Design spi_dac_scheduler_flat, sky130hd; sources not shown.
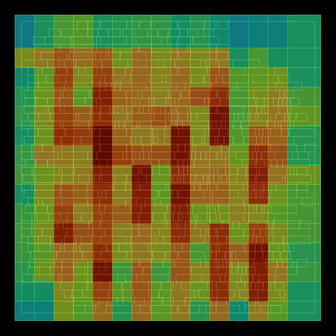
Figure 1: run 1, track usage over the die.
Layout Utilization: 73.9%
met3 Use GR: 6.33%

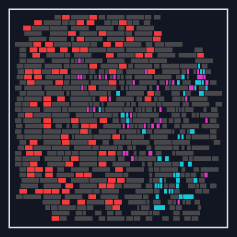
Figure 2: run 1, gate families picked out.
Drawn at 2 px/um.
- cyan: NOR gates (cells 40)
- magenta: NAND gates (cells 37)
- red: multiplexers (cells 99)
final standard cell count with taps included and fillers excluded: 734
most used logic cell in the final layout: sky130_fd_sc_hd__dfrtp_1

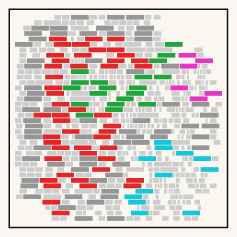
Figure 3: run 1, where the registers sit.
Drawn at 2 px/um. Other sequential cells in the stronger grey, the rest of the logic in the fainter grey.
- cyan: u_core.counter (placed flops 12)
- red: u_core.shadow (placed flops 48)
- green: u_core.sr (placed flops 19)
- magenta: u_core.cnt (placed flops 6)
- not coloured: 64
Seq/total area: 47.0%
power in sequential cells: 0.510 mW
area taken by flip-flops and latches: 3730 um2

==> results.txt, run 1 <==
The layout was made with Yosys and OpenROAD.

The area growth from synthesis to layout is 21.6%. In this run the maximum-capacitance check reported violations numbering 2. The clock passes through at most 2 buffers.

The worst pin sits at a relative slew slack of -114%. The critical path's slowest stage uses the library cell sky130_fd_sc_hd__clkbuf_1. Across the VDD grid, the largest voltage drop is 100 uV.

Counting flops with a built-in enable in the synthesized netlist gives 0. After layout, the design draws a total of 1.07 mW. The total length of routed met3 wires is 601 um. The transition time recorded at the tightest slew-check pin is 3.20 ns. The flow ran to the end, but the final reports show violations. The number of antenna violations at the first check in global routing is 0. The final instance area is 7940 um2.

The type of the worst setup path is flip-flop to flip-flop. The cell count along the critical path is 5. The final number of max-transition violations is 120. Once detail routing completed, the nets flagged for antenna violations numbered 0. The instance area at placement is 7350 um2. The floorplan step set the die width to 108 um. Yosys stat counts 506 cells in the synthesized netlist.

The hold buffer count at cts is 0. The checks that failed: max-capacitance violations, max-slew violations. TritonRoute reported its final design rule violation total as 0. The synthesized instance count is 506.

Per the GRT congestion report, total overflow comes to 0. The H-tree depth is 4. For this run the top cell type by instance count after synthesis was sky130_fd_sc_hd__dfrtp_1. At the end of the flow, the number of nets in the layout was 659. Row generation in the floorplan step produced 38 rows. The synthesis warning total is 0.

The net count after synthesis is 584. The antenna cell count is 0. The chip occupies 11,700 um2. The detailed-router iteration count before antenna repair is 5. In this run the standard cell core region covers 10,700 um2. The share of synthesized registers carrying an async set or reset is 100%. Among all flip-flop cells after synthesis, the most frequent one is sky130_fd_sc_hd__dfrtp_1. The total power density per cell area is 135 nW/um2. The wire length on met2 is 7640 um. The buffering stage count on the worst path with inverters included is 1.

The unique cell type count in the Yosys netlist is 65. The wire length of the first global-routing pass is 23,700 um. The final timing report lists a hold violation count of 0. The synthesized area per cell is 12.9 um2. Counting flops and latches in the post-synthesis netlist gives 149. The summed instance area of the synthesized netlist is 6530 um2.

In this run, CTS created clock tree buffers numbering 17. The tree is rooted in a sky130_fd_sc_hd__clkbuf_8. The top layer reached by signal wires is met4. For this run, the slowest stage of the critical path takes 2.24 ns. The final route contains 4,513 vias. The global routing report lists combined usage of all routing layers as 27.7%. The number of cells on the worst hold path is listed as 1. The family with the most delay on the worst path is buffers and inverters.

The number of warnings reported in the stage logs is 31. The first-iteration detailed-routing DRC count is 343. The final number of setup-violating endpoints is 0. The worst path needs 5.55 ns of the cycle, external delays included. Cells with a size suffix above 1 make up 15.0% of the layout.

Per the synthesis report, the single largest cell type by area occupies 56.7% of cell area. Measured along the y axis, the die boundary spans 108 um. The maximum fanout along the worst path is 61. Setup repair after global routing left no endpoint under its margin. Summed over all layers, the routed wires come to 14,600 um. The yosys stat chip area is 6530 um2.
## run 1: cell usage in the layout, fill, tap and decap left out, types with 3 or more instances in the layout
cell type,count
sky130_fd_sc_hd__clkbuf_16,16
sky130_fd_sc_hd__nor2b_1,3
sky130_fd_sc_hd__nand3_1,6
sky130_fd_sc_hd__clkbuf_8,5
sky130_fd_sc_hd__a22o_1,4
sky130_fd_sc_hd__a221oi_1,11
sky130_fd_sc_hd__a221o_1,13
sky130_fd_sc_hd__nor4_1,8
sky130_fd_sc_hd__nor2_1,17
sky130_fd_sc_hd__a21oi_1,23
sky130_fd_sc_hd__xnor2_1,8
sky130_fd_sc_hd__mux2_2,48
sky130_fd_sc_hd__ha_1,8
sky130_fd_sc_hd__a211oi_1,3
sky130_fd_sc_hd__clkinvlp_4,5
sky130_fd_sc_hd__inv_1,8
sky130_fd_sc_hd__o21ai_0,25
sky130_fd_sc_hd__mux2i_1,3
sky130_fd_sc_hd__or3_1,3
sky130_fd_sc_hd__a21o_1,8
sky130_fd_sc_hd__clkbuf_1,4
sky130_fd_sc_hd__dfrtp_1,148
sky130_fd_sc_hd__nor3_1,7
sky130_fd_sc_hd__clkdlybuf4s50_1,74
sky130_fd_sc_hd__mux2_1,48
sky130_fd_sc_hd__nand2_1,28
## run 1: stage by stage
step / setup WS [ns] / hold slack [ns] / util (%)
final: 6.93 / 0.281 / 73.9
after global routing: 6.38 / 0.310 / 73.9
after CTS: 7.91 / 0.279 / 73.9
after detailed placement: 7.41 / 0.271 / 68.4
after global placement: 7.49 / 0.254 / 68.4
after floorplan: 5.78 / 0.241 / -
## run 1: final cells by class
class,count,area [um2]
timing repair buffer,81,805
inverter,9,35.0
tap,140,175
multi-input combinational,323,2600
fill,677,2800
clock buffer,22,473
clock inverter,10,120
sequential,149,3730
## run 1: routing by layer
| metal | vias to the layer above | global-route usage (%) |
|---|---|---|
| met2 | 134 | 45.4 |
| met3 | 35 | 6.33 |
| met4 | 0 | 11.5 |
| met1 | 2306 | 33.4 |
| met5 | - | - |
| li1 | 2038 | - |
## run 1: power by group
group,switching [mW],internal [mW]
combinational,0.0230,0.0347
clock,0.199,0.306
sequential,0.0104,0.499
total,0.232,0.840
## run 1: logic make-up after synthesis
logic type	share of synthesized area, %
DFF	57.1
AOI/OAI and AO/OA	12.5
adders and majority gates	1.53
and+or+nand+nor	7.76
muxes	17.0
buffers and inverters	2.74
xor gates and xnor gates	1.34
--- run 2 (diff from run 1) ---
- CORE_UTILIZATION: 60 -> 50
- PLACE_DENSITY: 0.93 -> 0.83
- clock period: 12.48 -> 5.1 ns (I/O delays scaled with it)
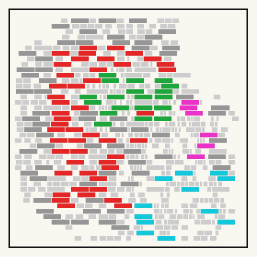
Figure 4: run 2, where the registers sit.
Drawn at 2 px/um. Other sequential cells in the stronger grey, the rest of the logic in the fainter grey.
- green: u_core.sr (placed flops 19)
- cyan: u_core.counter (placed flops 12)
- magenta: u_core.cnt (placed flops 6; where middle right)
- red: u_core.shadow (placed flops 48)
Layout Utilization: 63.0%
power in sequential cells: 1.24 mW
Seq/total area: 46.7%

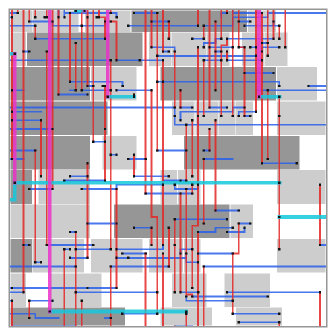
Figure 5: run 2, a small window of the routed layout.
Window x 47 to 72, y 23 to 48 um. Cells in grey, sequential cells in the stronger grey; small squares are vias.
- cyan: met3
- red: met2
- blue: met1
- magenta: met4
- most frequent: dfrtp_1 (9), mux2_1 (4), nand2_1 (4)
- cells with their middle in the window: 39
- sequential cells in the window: 9

==> results.txt, run 2 <==
The layout was made with Yosys and OpenROAD.

The synthesis warning total is 0 (unchanged). The H-tree depth came to 4 (unchanged). Most frequent cells in the layout: 148 x sky130_fd_sc_hd__dfrtp_1, 74 x sky130_fd_sc_hd__clkdlybuf4s50_1, 48 x sky130_fd_sc_hd__mux2_1, 48 x sky130_fd_sc_hd__mux2_2, 28 x sky130_fd_sc_hd__nand2_1 (unchanged).

The actual transition at the worst max-transition pin was 1.95 ns (was 3.20 ns). The synthesized area per cell is 12.9 um2 (unchanged). The number of antenna violations at the first check in global routing came to 0 (unchanged).

The die extent in x is 118 um (was 108 um). The clock tree buffer depth is 2 (unchanged). The detailed-router iteration count before antenna repair is 5 (unchanged). The total clock buffers created by CTS is 17 (unchanged). The maximum fanout along the worst path is 23 (was 61).

The peak supply drop is 231 uV (was 100 uV). The critical-path cell with the highest stage delay is sky130_fd_sc_hd__ha_1 (was sky130_fd_sc_hd__clkbuf_1). Run status: complete, but fails checks (unchanged).

The number of global-route vias before repair was 4,717 (was 4,680). The total tool warning count was 33 (was 31). The area growth from synthesis to layout is 22.2% (was 21.6%). The total die area was 14,000 um2 (was 11,700 um2). The core box area came to 12,700 um2 (was 10,700 um2).

The cell repeated most along the worst path is sky130_fd_sc_hd__a221o_1. The reported max-cap violation count is 1 (was 2). The antenna cell count is 0 (unchanged). The yosys cell count is 506 (unchanged). The basic-gate share of the synthesized area counting and, or, nand and nor cells is 7.76% (unchanged). The antenna violation net count after detailed routing is 0 (unchanged). The share of synthesized registers carrying an async set or reset was 100% (unchanged). The DRC violations left is 0 (unchanged). The count of nets after finishing was 658 (was 659). The largest family of logic cells by area was multiplexers (unchanged).

The wire length of the first global-routing pass is 23,900 um (was 23,700 um). The maximum single-stage delay on the critical path is 0.73 ns (was 2.24 ns). The aoi/oai-family share of the synthesized area was 12.5% (unchanged). The proportion of layout cells with a drive suffix above 1 is 15.3% (was 15.0%). The number of cell rows is 41 (was 38). The adder and majority cell fraction of the synthesized area came to 1.53% (unchanged).

The routability congestion estimate from global placement is 0.864 (was 0.898). The relative max-transition margin was -30.3% (was -114%). The total congestion overflow came to 0 (unchanged). The total power draw is 2.64 mW (was 1.07 mW). The unique cell type count in the Yosys netlist is 65 (unchanged). The total length of routed met3 wires is 625 um (was 601 um). The commonest non-fill, non-tap cell in the layout is sky130_fd_sc_hd__dfrtp_1 (unchanged). The worst hold path depth came to 2 (was 1). The mux contribution to synthesized area is 17.0% (unchanged). The type of the worst setup path was flip-flop to flip-flop (unchanged). The proportion of netlist area held by the largest area contributor is 56.7% (unchanged). The final number of max-transition violations is 150 (was 120).

The yosys stat chip area was 6530 um2 (unchanged). The wire length on met2 is 7250 um (was 7640 um). The synthesized instance count was 506 (unchanged).

The final number of setup-violating endpoints is 0 (unchanged). The detailed-route via count is 4,499 (was 4,513). Setup repair after global routing missed its margin: no (unchanged). The summed instance area of the synthesized netlist was 6530 um2 (unchanged). The net count after synthesis came to 584 (unchanged). The total wire length after detailed routing is 14,400 um (was 14,600 um). The dominant cell by count in the synthesized netlist was sky130_fd_sc_hd__dfrtp_1 (unchanged).

The first-iteration detailed-routing DRC count was 305 (was 343). The hold buffer count at cts came to 0 (unchanged). The xor/xnor share of the synthesized area is 1.34% (unchanged). Failing checks: max-capacitance violations, max-slew violations (unchanged). The total power density per cell area was 331 nW/um2 (was 135 nW/um2). The global-route usage over all layers is 22.4% (was 27.7%).

The clock tree root buffer cell was sky130_fd_sc_hd__clkbuf_16 (was sky130_fd_sc_hd__clkbuf_8). The main flop type is sky130_fd_sc_hd__dfrtp_1 (unchanged). The fmax came to 0.286 GHz (was 0.180 GHz).

The count of placed standard cells in the final layout, fillers left out came to 765 (was 734). The top layer reached by signal wires is met4 (unchanged).
## run 2: kinds of logic after synthesis
kind of cell,Yosys count
AOI/OAI and AO/OA,115
muxes,99
DFF,149
and+or+nand+nor,91
buffers and inverters,34
xor gates and xnor gates,10
adders and majority gates,8
## run 2: layout make-up
class	count	area, um2
clock inverters	12	145
clock buffers	20	457
fillers	962	4690
repair buffers	80	788
inverters	9	37.5
well taps	172	215
flip-flops and latches	149	3730
multi-input cells	323	2610
## run 2: through the flow
stage / setup WS (ns) / hold slack [ns] / instance area (um2)
global route: 1.37 / 0.300 / 7980
CTS: 1.62 / 0.288 / 8000
finish: 1.61 / 0.283 / 7980
global placement: 1.59 / 0.257 / 7400
detailed placement: 1.51 / 0.274 / 7400
floorplan: 2.01 / 0.241 / 6530
## run 2: critical path: cells and delay by family (launching register included)
| family | cells | cell delay, ns |
|---|---|---|
| buffers and inverters | 2 | 0.41 |
| and+or+nand+nor | 2 | 0.86 |
| DFF | 1 | 0.42 |
| AOI/OAI and AO/OA | 3 | 0.75 |
| adders and majority gates | 1 | 0.73 |
## run 2: report_power, final
part	internal (mW)	switching, mW
Sequential	1.22	0.0227
Clock	0.756	0.507
Combinational	0.0826	0.0548
## run 2: routing by layer
layer	vias up	global-route usage [%]
met3	43	5.07
met4	0	11.5
met1	2281	26.3
met2	139	36.3
li1	2036	-
met5	-	-
Power and IR drop assume default switching activity.
